### config.mk
export PLATFORM = sky130hd
export DESIGN_NAME = uart_axis_rx_flat
export DESIGN_NICKNAME = d
export VERILOG_FILES = /design/src/rtl/uart_axis_rx_if.sv /design/src/rtl/uart_axis_rx.sv /design/src/flat_wrapper.sv
export SDC_FILE = /design/constraint.sdc
export NUM_CORES = 1
export LEC_CHECK = 0
export ABC_AREA = 0
export CORE_ASPECT_RATIO = 1.1
export CORE_MARGIN = 4
export CORE_UTILIZATION = 60
export DETAILED_ROUTE_END_ITERATION = 10
export PLACE_DENSITY = 0.89
export SLEW_MARGIN = 20
export SYNTH_ARGS = -nofsm -noshare
export SYNTH_HDL_FRONTEND = slang
export SYNTH_SLANG_ARGS = --single-unit
### constraint.sdc
create_clock -name clk -period 5.2 [get_ports clk]
set_input_delay 1.3 -clock clk [delete_from_list [all_inputs] [get_ports clk]]
set_output_delay 1.3 -clock clk [all_outputs]
set_load 0.02 [all_outputs]
### src/rtl/uart_axis_rx_if.sv
// AXI-Stream byte channel carrying received UART characters downstream.
interface uart_axis_rx_if #(
    parameter int unsigned NBITS = 8
);
    logic [NBITS-1:0] tdata;
    logic             tvalid;
    logic             tlast;
    logic             tready;

    modport master (output tdata, output tvalid, output tlast, input tready);
    modport slave  (input tdata, input tvalid, input tlast, output tready);
endinterface

### src/rtl/uart_axis_rx.sv
// 8N1 UART receiver with oversampled majority-vote bit decisions and an AXI-Stream
// master output; an idle gap on the line closes the current packet with tlast.
module uart_axis_rx #(
    parameter int unsigned CLKRATE_MHZ   = 200,
    parameter int unsigned BAUD_RATE_BPS = 9600,
    parameter int unsigned OVERSAMPLE    = 16,
    parameter int unsigned NBITS         = 8,
    parameter int unsigned IDLE_BITS     = 20
) (
    input  logic           clk,
    input  logic           rstn,
    input  logic           rx,
    uart_axis_rx_if.master m_axis,
    output logic           frame_err,
    output logic           overrun,
    output logic           busy
);
    localparam int unsigned DIV        = (CLKRATE_MHZ * 1000000) / (BAUD_RATE_BPS * OVERSAMPLE);
    localparam int unsigned DIVW       = (DIV > 1) ? $clog2(DIV) : 1;
    localparam int unsigned H          = OVERSAMPLE / 2;
    localparam int unsigned SCW        = $clog2(OVERSAMPLE);
    localparam int unsigned BCW        = (NBITS > 1) ? $clog2(NBITS) : 1;
    localparam int unsigned IDLE_TICKS = IDLE_BITS * OVERSAMPLE;
    localparam int unsigned ITW        = $clog2(IDLE_TICKS + 1);

    typedef enum logic [2:0] {
        S_IDLE,
        S_START,
        S_DATA,
        S_STOP,
        S_BREAK
    } state_t;

    state_t           state_q, state_d;
    logic             rx_meta, rxs;
    logic [DIVW-1:0]  div_cnt;
    logic             tick;
    logic [SCW-1:0]   sc;
    logic [BCW-1:0]   bit_cnt;
    logic             samp_a, samp_b, maj, at_dec;
    logic [NBITS-1:0] shreg;
    logic             start_det, byte_done, ferr_d;
    logic [NBITS-1:0] pend_data;
    logic             pend_valid, pend_last;
    logic [ITW-1:0]   idle_cnt;
    logic             idle_hit, out_free, move;

    always_ff @(posedge clk or negedge rstn) begin
        if (!rstn) begin
            rx_meta <= 1'b1;
            rxs     <= 1'b1;
        end else begin
            rx_meta <= rx;
            rxs     <= rx_meta;
        end
    end

    always_ff @(posedge clk or negedge rstn) begin
        if (!rstn)
            div_cnt <= '0;
        else if (tick)
            div_cnt <= '0;
        else
            div_cnt <= div_cnt + 1'b1;
    end

    assign tick   = (div_cnt == DIVW'(DIV - 1));
    // Third vote is the live sample taken at the decision point itself.
    assign maj    = (samp_a & samp_b) | (samp_a & rxs) | (samp_b & rxs);
    assign at_dec = tick && (sc == SCW'(H + 1));

    always_ff @(posedge clk or negedge rstn) begin
        if (!rstn)
            state_q <= S_IDLE;
        else
            state_q <= state_d;
    end

    always_comb begin
        state_d   = state_q;
        start_det = 1'b0;
        byte_done = 1'b0;
        ferr_d    = 1'b0;
        if (tick) begin
            unique case (state_q)
                S_IDLE: if (!rxs) begin
                    state_d   = S_START;
                    start_det = 1'b1;
                end
                S_START: if (at_dec) state_d = maj ? S_IDLE : S_DATA;
                S_DATA:  if (at_dec && (bit_cnt == BCW'(NBITS - 1))) state_d = S_STOP;
                S_STOP: if (at_dec) begin
                    if (maj) begin
                        byte_done = 1'b1;
                        state_d   = S_IDLE;
                    end else begin
                        ferr_d  = 1'b1;
                        state_d = S_BREAK;
                    end
                end
                S_BREAK: if (rxs) state_d = S_IDLE;
                default: state_d = S_IDLE;
            endcase
        end
    end

    always_ff @(posedge clk or negedge rstn) begin
        if (!rstn) begin
            sc      <= '0;
            bit_cnt <= '0;
            samp_a  <= 1'b1;
            samp_b  <= 1'b1;
            shreg   <= '0;
        end else if (start_det) begin
            sc      <= '0;
            bit_cnt <= '0;
        end else if (tick && (state_q == S_START || state_q == S_DATA || state_q == S_STOP)) begin
            sc <= (sc == SCW'(OVERSAMPLE - 1)) ? '0 : sc + 1'b1;
            if (sc == SCW'(H - 1)) samp_a <= rxs;
            if (sc == SCW'(H))     samp_b <= rxs;
            if (at_dec && state_q == S_DATA) begin
                shreg   <= NBITS'({maj, shreg} >> 1);
                bit_cnt <= bit_cnt + 1'b1;
            end
        end
    end

    always_ff @(posedge clk or negedge rstn) begin
        if (!rstn)
            idle_cnt <= '0;
        else if (start_det || byte_done)
            idle_cnt <= '0;
        else if (tick && state_q == S_IDLE && pend_valid && !pend_last &&
                 idle_cnt != ITW'(IDLE_TICKS))
            idle_cnt <= idle_cnt + 1'b1;
    end

    assign idle_hit = pend_valid && !pend_last && (idle_cnt == ITW'(IDLE_TICKS));
    assign out_free = !m_axis.tvalid || m_axis.tready;
    // A non-final byte only leaves pend when its successor arrives, so tlast stays exact.
    assign move     = pend_valid && out_free && (pend_last || byte_done);

    always_ff @(posedge clk or negedge rstn) begin
        if (!rstn) begin
            m_axis.tdata  <= '0;
            m_axis.tvalid <= 1'b0;
            m_axis.tlast  <= 1'b0;
            pend_data     <= '0;
            pend_valid    <= 1'b0;
            pend_last     <= 1'b0;
            frame_err     <= 1'b0;
            overrun       <= 1'b0;
        end else begin
            frame_err <= ferr_d;
            overrun   <= 1'b0;
            if (move) begin
                m_axis.tdata  <= pend_data;
                m_axis.tlast  <= pend_last;
                m_axis.tvalid <= 1'b1;
            end else if (m_axis.tvalid && m_axis.tready) begin
                m_axis.tvalid <= 1'b0;
            end
            if (byte_done) begin
                if (!pend_valid || move) begin
                    pend_data  <= shreg;
                    pend_valid <= 1'b1;
                    pend_last  <= 1'b0;
                end else begin
                    overrun <= 1'b1;
                end
            end else if (move) begin
                pend_valid <= 1'b0;
                pend_last  <= 1'b0;
            end else if (idle_hit) begin
                pend_last <= 1'b1;
            end
        end
    end

    assign busy = (state_q != S_IDLE);

endmodule

### src/flat_wrapper.sv
// flat-port wrapper written by rule: the top's interface ports become plain ports
module uart_axis_rx_flat 
#(
    parameter int unsigned CLKRATE_MHZ   = 200,
    parameter int unsigned BAUD_RATE_BPS = 9600,
    parameter int unsigned OVERSAMPLE    = 16,
    parameter int unsigned NBITS         = 8,
    parameter int unsigned IDLE_BITS     = 20
)
  (clk, rstn, rx, frame_err, overrun, busy, m_axis_tdata, m_axis_tvalid, m_axis_tlast, m_axis_tready);
  uart_axis_rx_if #(.NBITS(NBITS)) m_axis_i ();
  input  logic clk;
  input  logic rstn;
  input  logic rx;
  output logic frame_err;
  output logic overrun;
  output logic busy;
  output wire logic [$bits(m_axis_i.tdata)-1:0] m_axis_tdata;
  output wire logic [$bits(m_axis_i.tvalid)-1:0] m_axis_tvalid;
  output wire logic [$bits(m_axis_i.tlast)-1:0] m_axis_tlast;
  input wire logic [$bits(m_axis_i.tready)-1:0] m_axis_tready;
  assign m_axis_tdata = m_axis_i.tdata;
  assign m_axis_tvalid = m_axis_i.tvalid;
  assign m_axis_tlast = m_axis_i.tlast;
  assign m_axis_i.tready = m_axis_tready;
  uart_axis_rx #(.CLKRATE_MHZ(CLKRATE_MHZ), .BAUD_RATE_BPS(BAUD_RATE_BPS), .OVERSAMPLE(OVERSAMPLE), .NBITS(NBITS), .IDLE_BITS(IDLE_BITS)) u_core (.clk(clk), .rstn(rstn), .rx(rx), .m_axis(m_axis_i), .frame_err(frame_err), .overrun(overrun), .busy(busy));
endmodule
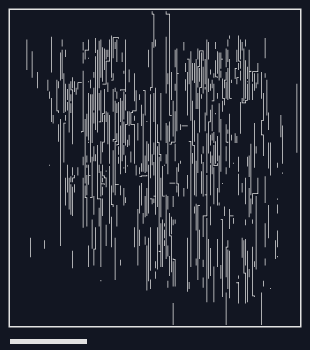
run_1/m2.png
Bar = 20 um.
nets with wire on the layer: 261
wire length on this layer: 2,660 um
share of all routed wire: 49%
main direction: vertical
longest straight run: 33.0 um
routed vias: 2,018
met2 Use GR: 0.3273
final WL: 5405 um

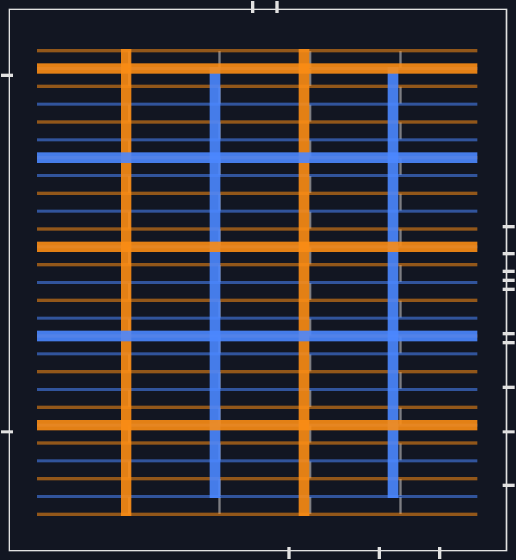
run_1/floorplan.png
Pins as bars on the die edge. Tap cells in grey.
| net | colour |
|---|---|
| VDD | blue |
| VSS | orange |
tap cells: 56
met5 straps: 5
signal pins: 17
met4 straps: 4
die width: 75.61 um
Max VDD drop: 202.3 uV
core footprint: 4750 um^2
Die H: 82.37 um

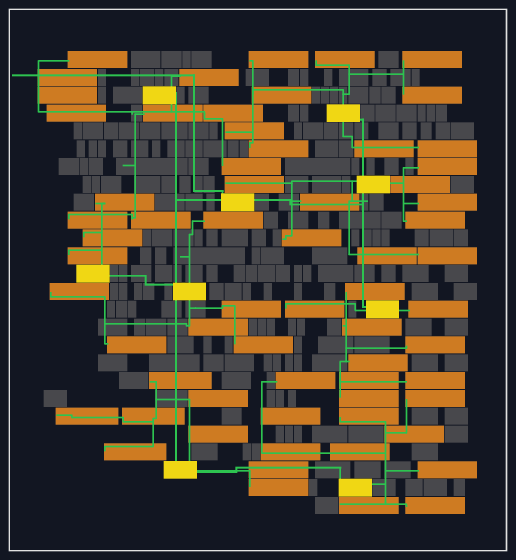
run_1/clock_wires.png
[clock-net drivers] yellow | count: 9
[flip-flops] orange | count: 64
[clock wires] green | length: 758 um
routed clock nets: 10
flops lie: widely spread
Clock Power: 0.463 mW
clock network power share: 0.474
clock skew: 0.007267 ns
Late-Pin Clk Latency: 0.34 ns

==> flow_summary.json, run 1 <==
{
  "tap_cells": 56,
  "slew_violations": 0,
  "fin_area_um2": 3416,
  "grt_pass1_wl_um": 9301,
  "grt_pass1_vias": 2017,
  "reg_top3": "u_core.div_cnt x11, u_core.idle_cnt x9",
  "ff_type": "dfrtp_1",
  "critPathLaunchType": "flip-flop",
  "rr_endpoint": "u_core.bit_cnt[0]$_DFFE_PN0P_",
  "cts.sinks": 64,
  "mux_area_frac": 0.08461,
  "area_leaders": "dfrtp_1, nand2_1, mux2_1",
  "crit_required_ns": 3.90,
  "leakagePower_nw": 1.608,
  "final_cell_mix": "dfrtp_1, nand2_1, nor2_1",
  "crit_arrival_ns": 1.92,
  "edf_count": 0,
  "worstHoldPathCells": 0,
  "status": "completed",
  "avgSynthCellArea_um2": 11.13,
  "utilization": 0.7192,
  "overflow": 0,
  "placed_area_um2": 3202,
  "topCombFamilyByArea": "simple AND/OR/NAND/NOR gates",
  "power_density_nw_per_um2": 285.7,
  "syn-num-nets": 284,
  "place_congestion": 0.8291,
  "cp_max_fo": 14,
  "numCtsBuffers": 9,
  "rsz0062_at_grt": "no",
  "combGateArea_um2": 1329,
  "final_antenna_net_count": 0,
  "synthAdderAreaFrac": 0.04065,
  "synthArstFlopShare": 1.000,
  "drt-initial-drc-count": 150,
  "rows": 26,
  "period_needed_ns": 3.225,
  "r2r_slack_ns": 2.44,
  "ys_sh_xor": 0.05226,
  "setup_tns_ns": 0,
  "postSynthCellCount": 271,
  "regMostFlops": "u_core.div_cnt",
  "antenna_cells": 0,
  "syn_area_um2": 3017,
  "rr_startpoint": "u_core.div_cnt[9]$_DFF_PN0_",
  "clkTransAtPathRegs_ns": 0.06,
  "grt_usage": 0.2023,
  "drc_errors": 0,
  "postCtsResizedCells": 0,
  "slowest_stage": "clkdlybuf4s50_1",
  "comb_share": 0.3890,
  "buffers": 18,
  "worstSetupPathType": "flip-flop to output port",
  "relSlewSlack": 0.5353,
  "fin_crit_sh": 0.6202,
  "largest_register_ffs": 11,
  "yosys_cells": 271,
  "max-cap-violations": 0,
  "fillers": 338,
  "cp-end-kind": "output port",
  "p_total_mw": 0.9757,
  "hold-path-endpoint": "u_core.rxs$_DFF_PN1_",
  "synth_seq_share": 0.5326,
  "drtPass1Iterations": 4,
  "yosysTopAreaCell": "dfrtp_1",
  "fmax_ghz": 0.3101,
  "hpwlAfterDp_um": 3621,
  "setup_viol": 0,
  "clk_share": 0.06264,
  "synth_top_area_share": 0.4977,
  "die_area_um2": 6227,
  "slowest_delay_ns": 0.58,
  "synth_top_cell_by_count": "dfrtp_1",
  "clockBufferDepth": 2,
  "ys_area_um2": 3017,
  "cts-hold-fix-buffers": 0,
  "drive_above_1_share": 0.1246,
  "wl_per_cell_um": 15.31,
  "seqAreaFraction": 0.4703,
  "simple_gate_area_frac": 0.1978,
  "warning_count": 30,
  "fp_util": 0.6351,
  "root_buffer": "clkbuf_8",
  "io-pin-count": 17,
  "tritoncts": "built",
  "crit_chain": "or3_1 > clkdlybuf4s50_1",
  "layout.comb_gates.multi_input": 192,
  "n_all_inverters": 7,
  "buf_share": 0.04982,
  "holdCritStartpoint": "u_core.rx_meta$_DFF_PN1_",
  "ys_types": 49
}
==> run 1: metrics by stage <==
| stage | hold WS (ns) | cells | worst slack (ns) |
|---|---|---|---|
| finish | 0.3563 | 353 | 1.975 |
| global route | 0.3609 | 353 | 1.889 |
| CTS | 0.3586 | 353 | 1.964 |
| detailed placement | 0.3489 | 337 | 2.276 |
| global placement | 0.3473 | 337 | 2.331 |
| floorplan | 0.3452 | 271 | 2.920 |
==> run 1: layer usage <==
| layer | wire length [um] | track usage |
|---|---|---|
| met5 | 0 | 0 |
| met4 | 142 | 0.09790 |
| met3 | 195 | 0.05569 |
| met2 | 2656 | 0.3273 |
| met1 | 2411 | 0.2480 |
==> run 1: worst max-delay path: cells and delay by family, from the launching register on <==
kind          cells  cell delay, ns
buf+inv           1            0.58
flops             1            0.51
simple gates      1            0.49
==> run 1: power by group <==
| group | total [mW] | switching [mW] | internal [mW] |
|---|---|---|---|
| Combinational | 0.0128 | 0.00998 | 0.00280 |
| Clock | 0.463 | 0.180 | 0.283 |
| Sequential | 0.500 | 0.000913 | 0.499 |
| Total | 0.976 | 0.191 | 0.785 |
==> run 1: how the worst max path moves through the flow <==
stage / end / from
after floorplan: busy / u_core.state_q[2]$_DFFE_PN0P_
after global placement: u_core.m_axis.tdata[3]$_DFFE_PN0P_ / m_axis_tready
after detailed placement: u_core.m_axis.tdata[3]$_DFFE_PN0P_ / m_axis_tready
after CTS: busy / u_core.state_q[0]$_DFFE_PN0P_
after global routing: busy / u_core.state_q[0]$_DFFE_PN0P_
final: busy / u_core.state_q[0]$_DFFE_PN0P_
==> run 1: logic make-up after synthesis <==
kind of cell / Yosys count
mux: 20
flops: 64
fa+ha+maj: 10
compound gates: 26
buf+inv: 15
xor+xnor: 18
simple gates: 118
run_1/placed.png
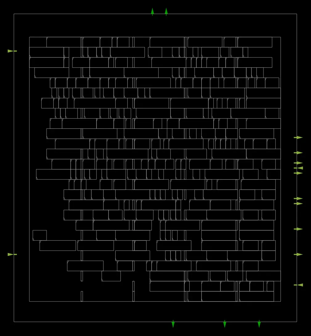

==> run 2, diff against run 1 <==
--- a/config.mk
+++ b/config.mk
@@ -8,9 +8,9 @@
 export ABC_AREA = 0
 export CORE_ASPECT_RATIO = 1.1
 export CORE_MARGIN = 4
-export CORE_UTILIZATION = 60
+export CORE_UTILIZATION = 53
 export DETAILED_ROUTE_END_ITERATION = 10
-export PLACE_DENSITY = 0.89
+export PLACE_DENSITY = 0.84
 export SLEW_MARGIN = 20
 export SYNTH_ARGS = -nofsm -noshare
 export SYNTH_HDL_FRONTEND = slang
==> constraint.sdc (replaced) <==
create_clock -name clk -period 2.96 [get_ports clk]
set_input_delay 0.74 -clock clk [delete_from_list [all_inputs] [get_ports clk]]
set_output_delay 0.74 -clock clk [all_outputs]
set_load 0.02 [all_outputs]
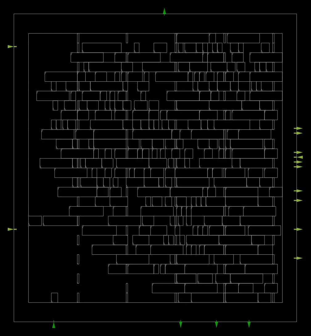
run_2/placed.png
Core Rows: 28
seq_cells: 64
Seq/total area: 0.4607
FILL cells: 424
well tap count: 75

==> run 2 against run 1 <==
Net effect: worst hold slack about the same; die size up 12%; setup slack got worse by 1.7 ns; clock skew up 0.0039 ns; largest cell class unchanged; largest power group is now clock.
==> flow_summary.json, run 2 <==
{
  "crit_family": "buffers and inverters",
  "crit_required_ns": 2.22,
  "drtPass1Iterations": 4,
  "rr_startpoint": "u_core.div_cnt[9]$_DFF_PN0_",
  "place_ws_ns": 0.3343,
  "setup_viol": 0,
  "setup_tns_ns": 0,
  "tritoncts": "built",
  "fin_ws_ns": 0.2702,
  "clockBufferDepth": 2,
  "drc_errors": 0,
  "power_leader": "clock",
  "drt-initial-drc-count": 138,
  "io-pin-count": 17,
  "synthArstFlopShare": 1.000,
  "worstSetupPathType": "flip-flop to output port",
  "place_congestion": 0.8258,
  "overflow": 0,
  "ys_area_um2": 3017,
  "grt_usage": 0.1721,
  "antenna_cells": 0,
  "rr_endpoint": "u_core.m_axis.tdata[6]$_DFFE_PN0P_",
  "final_antenna_net_count": 0,
  "avgSynthCellArea_um2": 11.13,
  "hpwlAfterDp_um": 3622,
  "synth_seq_share": 0.5326,
  "top_layer": "met4",
  "seqPwrFrac": 0.483,
  "slew_violations": 0,
  "ir_worst_vdd_uv": 360.2,
  "die_area_um2": 6964,
  "postCtsResizedCells": 0,
  "yosysTopAreaCell": "dfrtp_1",
  "power_density_nw_per_um2": 521.6,
  "comb_power_mw": 0.0248,
  "grt_pass1_wl_um": 9266,
  "die_w_um": 79.93,
  "grt_pass1_vias": 2109,
  "final_cell_mix": "dfrtp_1, nand2_1, nor2_1",
  "wirelength_met1_um": 2415,
  "leakagePower_nw": 1.632,
  "relSlewSlack": 0.5952,
  "critPathLaunchType": "flip-flop",
  "slowest_stage": "clkdlybuf4s50_1",
  "timing.critical_path.buf_inv": 1,
  "cts-hold-fix-buffers": 0,
  "ys_types": 49,
  "drive_above_1_share": 0.1318,
  "intPower_mw": 1.480,
  "rsz0062_at_grt": "no",
  "reg_top3": "u_core.div_cnt x11, u_core.idle_cnt x9",
  "crit_arrival_ns": 1.95,
  "area_leaders": "dfrtp_1, nand2_1, mux2_1",
  "p_total_mw": 1.819,
  "clk_latency_ns": 0.34,
  "final_cells": 371,
  "synth_top_area_share": 0.4977,
  "p_clk_frac": 0.503,
  "syn_area_um2": 3017,
  "dr_wl_met2_um": 2422,
  "fin_crit_sh": 0.9087,
  "cts.sinks": 64,
  "cp_max_fo": 14,
  "fp.dieH_um": 87.13,
  "numCtsBuffers": 9,
  "period_needed_ns": 2.690,
  "holdWs_ns": 0.3568,
  "worstHoldPathCells": 0,
  "cp-end-kind": "output port",
  "yosys_cells": 271,
  "warning_count": 30,
  "regMostFlops": "u_core.div_cnt",
  "edf_count": 0,
  "syn-num-nets": 284,
  "status": "completed",
  "wl_um": 5153,
  "wl_met3_um": 200,
  "crit_chain": "or3_1 > clkdlybuf4s50_1",
  "ff_type": "dfrtp_1",
  "root_buffer": "clkbuf_8",
  "placed_cells": 357,
  "pwr-share-comb": 0.014,
  "clk-power_mw": 0.915,
  "p_switching_mw": 0.3384,
  "swShare": 0.1861,
  "fp_util": 0.5520,
  "max-cap-violations": 0,
  "slowest_delay_ns": 0.58,
  "clkTransAtPathRegs_ns": 0.07,
  "wl_per_cell_um": 13.89,
  "hold-path-endpoint": "u_core.rxs$_DFF_PN1_",
  "synth_top_cell_by_count": "dfrtp_1",
  "postSynthCellCount": 271,
  "largest_register_ffs": 11,
  "skew_ns": 0.01120,
  "placed_area_um2": 3246,
  "r2r_slack_ns": 0.32,
  "via_count": 2010,
  "fmax_ghz": 0.3718,
  "holdCritStartpoint": "u_core.rx_meta$_DFF_PN1_"
}
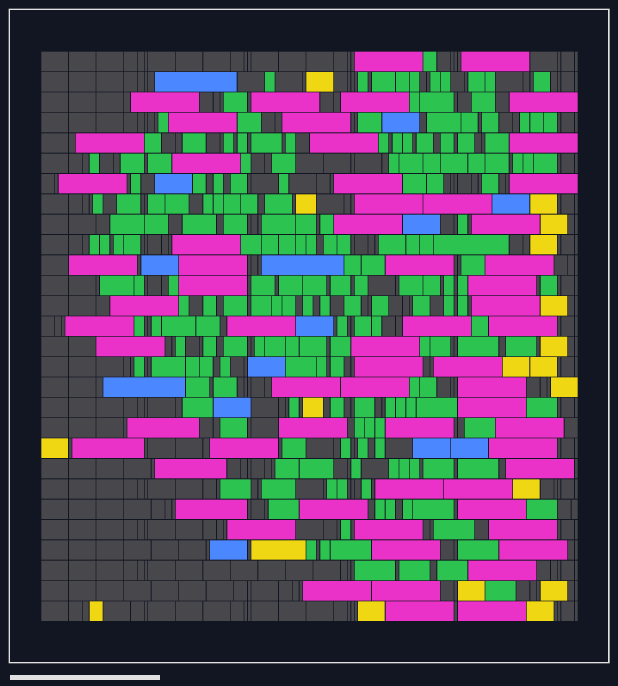
run_2/class_map.png
Bar = 20 um. Fill, decap, tap and diode cells in grey.
| class | colour | cells |
|---|---|---|
| remaining logic cells | green | 199 |
| registers | magenta | 64 |
| clock drivers and dummy loads | blue | 14 |
| remaining buffers and delay cells | yellow | 19 |
Post-Route Utilization: 0.6380
core footprint: 5465 um^2
final design area excluding fillers: 3487 um^2

-- run 2: cell counts after synthesis --
No cell type changed its count.
-- run 2: cell type report --
type                            count  area [um^2]  area share
Inverter                            7        26.28    0.007535
Timing Repair Buffer               19        190.2     0.05454
Clock buffer                       11        151.4     0.04342
Sequential cell                    64         1607      0.4607
Clock inverter                      3        90.09     0.02583
Tap cell                           75        93.84     0.02691
Multi-Input combinational cell    192         1329      0.3811
-- run 2: per-layer routing --
metal  up-vias  GRT usage
li1        984          -
met1       979     0.2190
met2        34     0.2681
met3        13    0.04865
met4         0    0.08756
met5         -          0
-- run 2: logic make-up after synthesis --
logic type / count (synthesis) / share of synthesized area
xor gates and xnor gates: 18 / 0.05226
AOI/OAI and AO/OA: 26 / 0.06513
buffers and inverters: 15 / 0.02696
adders and majority gates: 10 / 0.04065
DFF: 64 / 0.5326
and+or+nand+nor: 118 / 0.1978
muxes: 20 / 0.08461
-- run 2: worst max path at each step --
| stage | slack (ns) | to | cells after the start | start |
|---|---|---|---|---|
| final | 0.27 | busy | 2 | u_core.state_q[0]$_DFFE_PN0P_ |
| after detailed placement | 0.33 | u_core.m_axis.tdata[5]$_DFFE_PN0P_ | 5 | u_core.div_cnt[5]$_DFF_PN0_ |
| after global placement | 0.44 | u_core.m_axis.tdata[5]$_DFFE_PN0P_ | 5 | u_core.div_cnt[9]$_DFF_PN0_ |
| after floorplan | 0.70 | u_core.m_axis.tdata[1]$_DFFE_PN0P_ | 7 | u_core.div_cnt[9]$_DFF_PN0_ |
| after CTS | 0.27 | busy | 2 | u_core.state_q[0]$_DFFE_PN0P_ |
| after global routing | 0.15 | u_core.m_axis.tdata[7]$_DFFE_PN0P_ | 5 | u_core.div_cnt[5]$_DFF_PN0_ |
Power figures rest on the tool's default switching activity, not on a simulated workload.
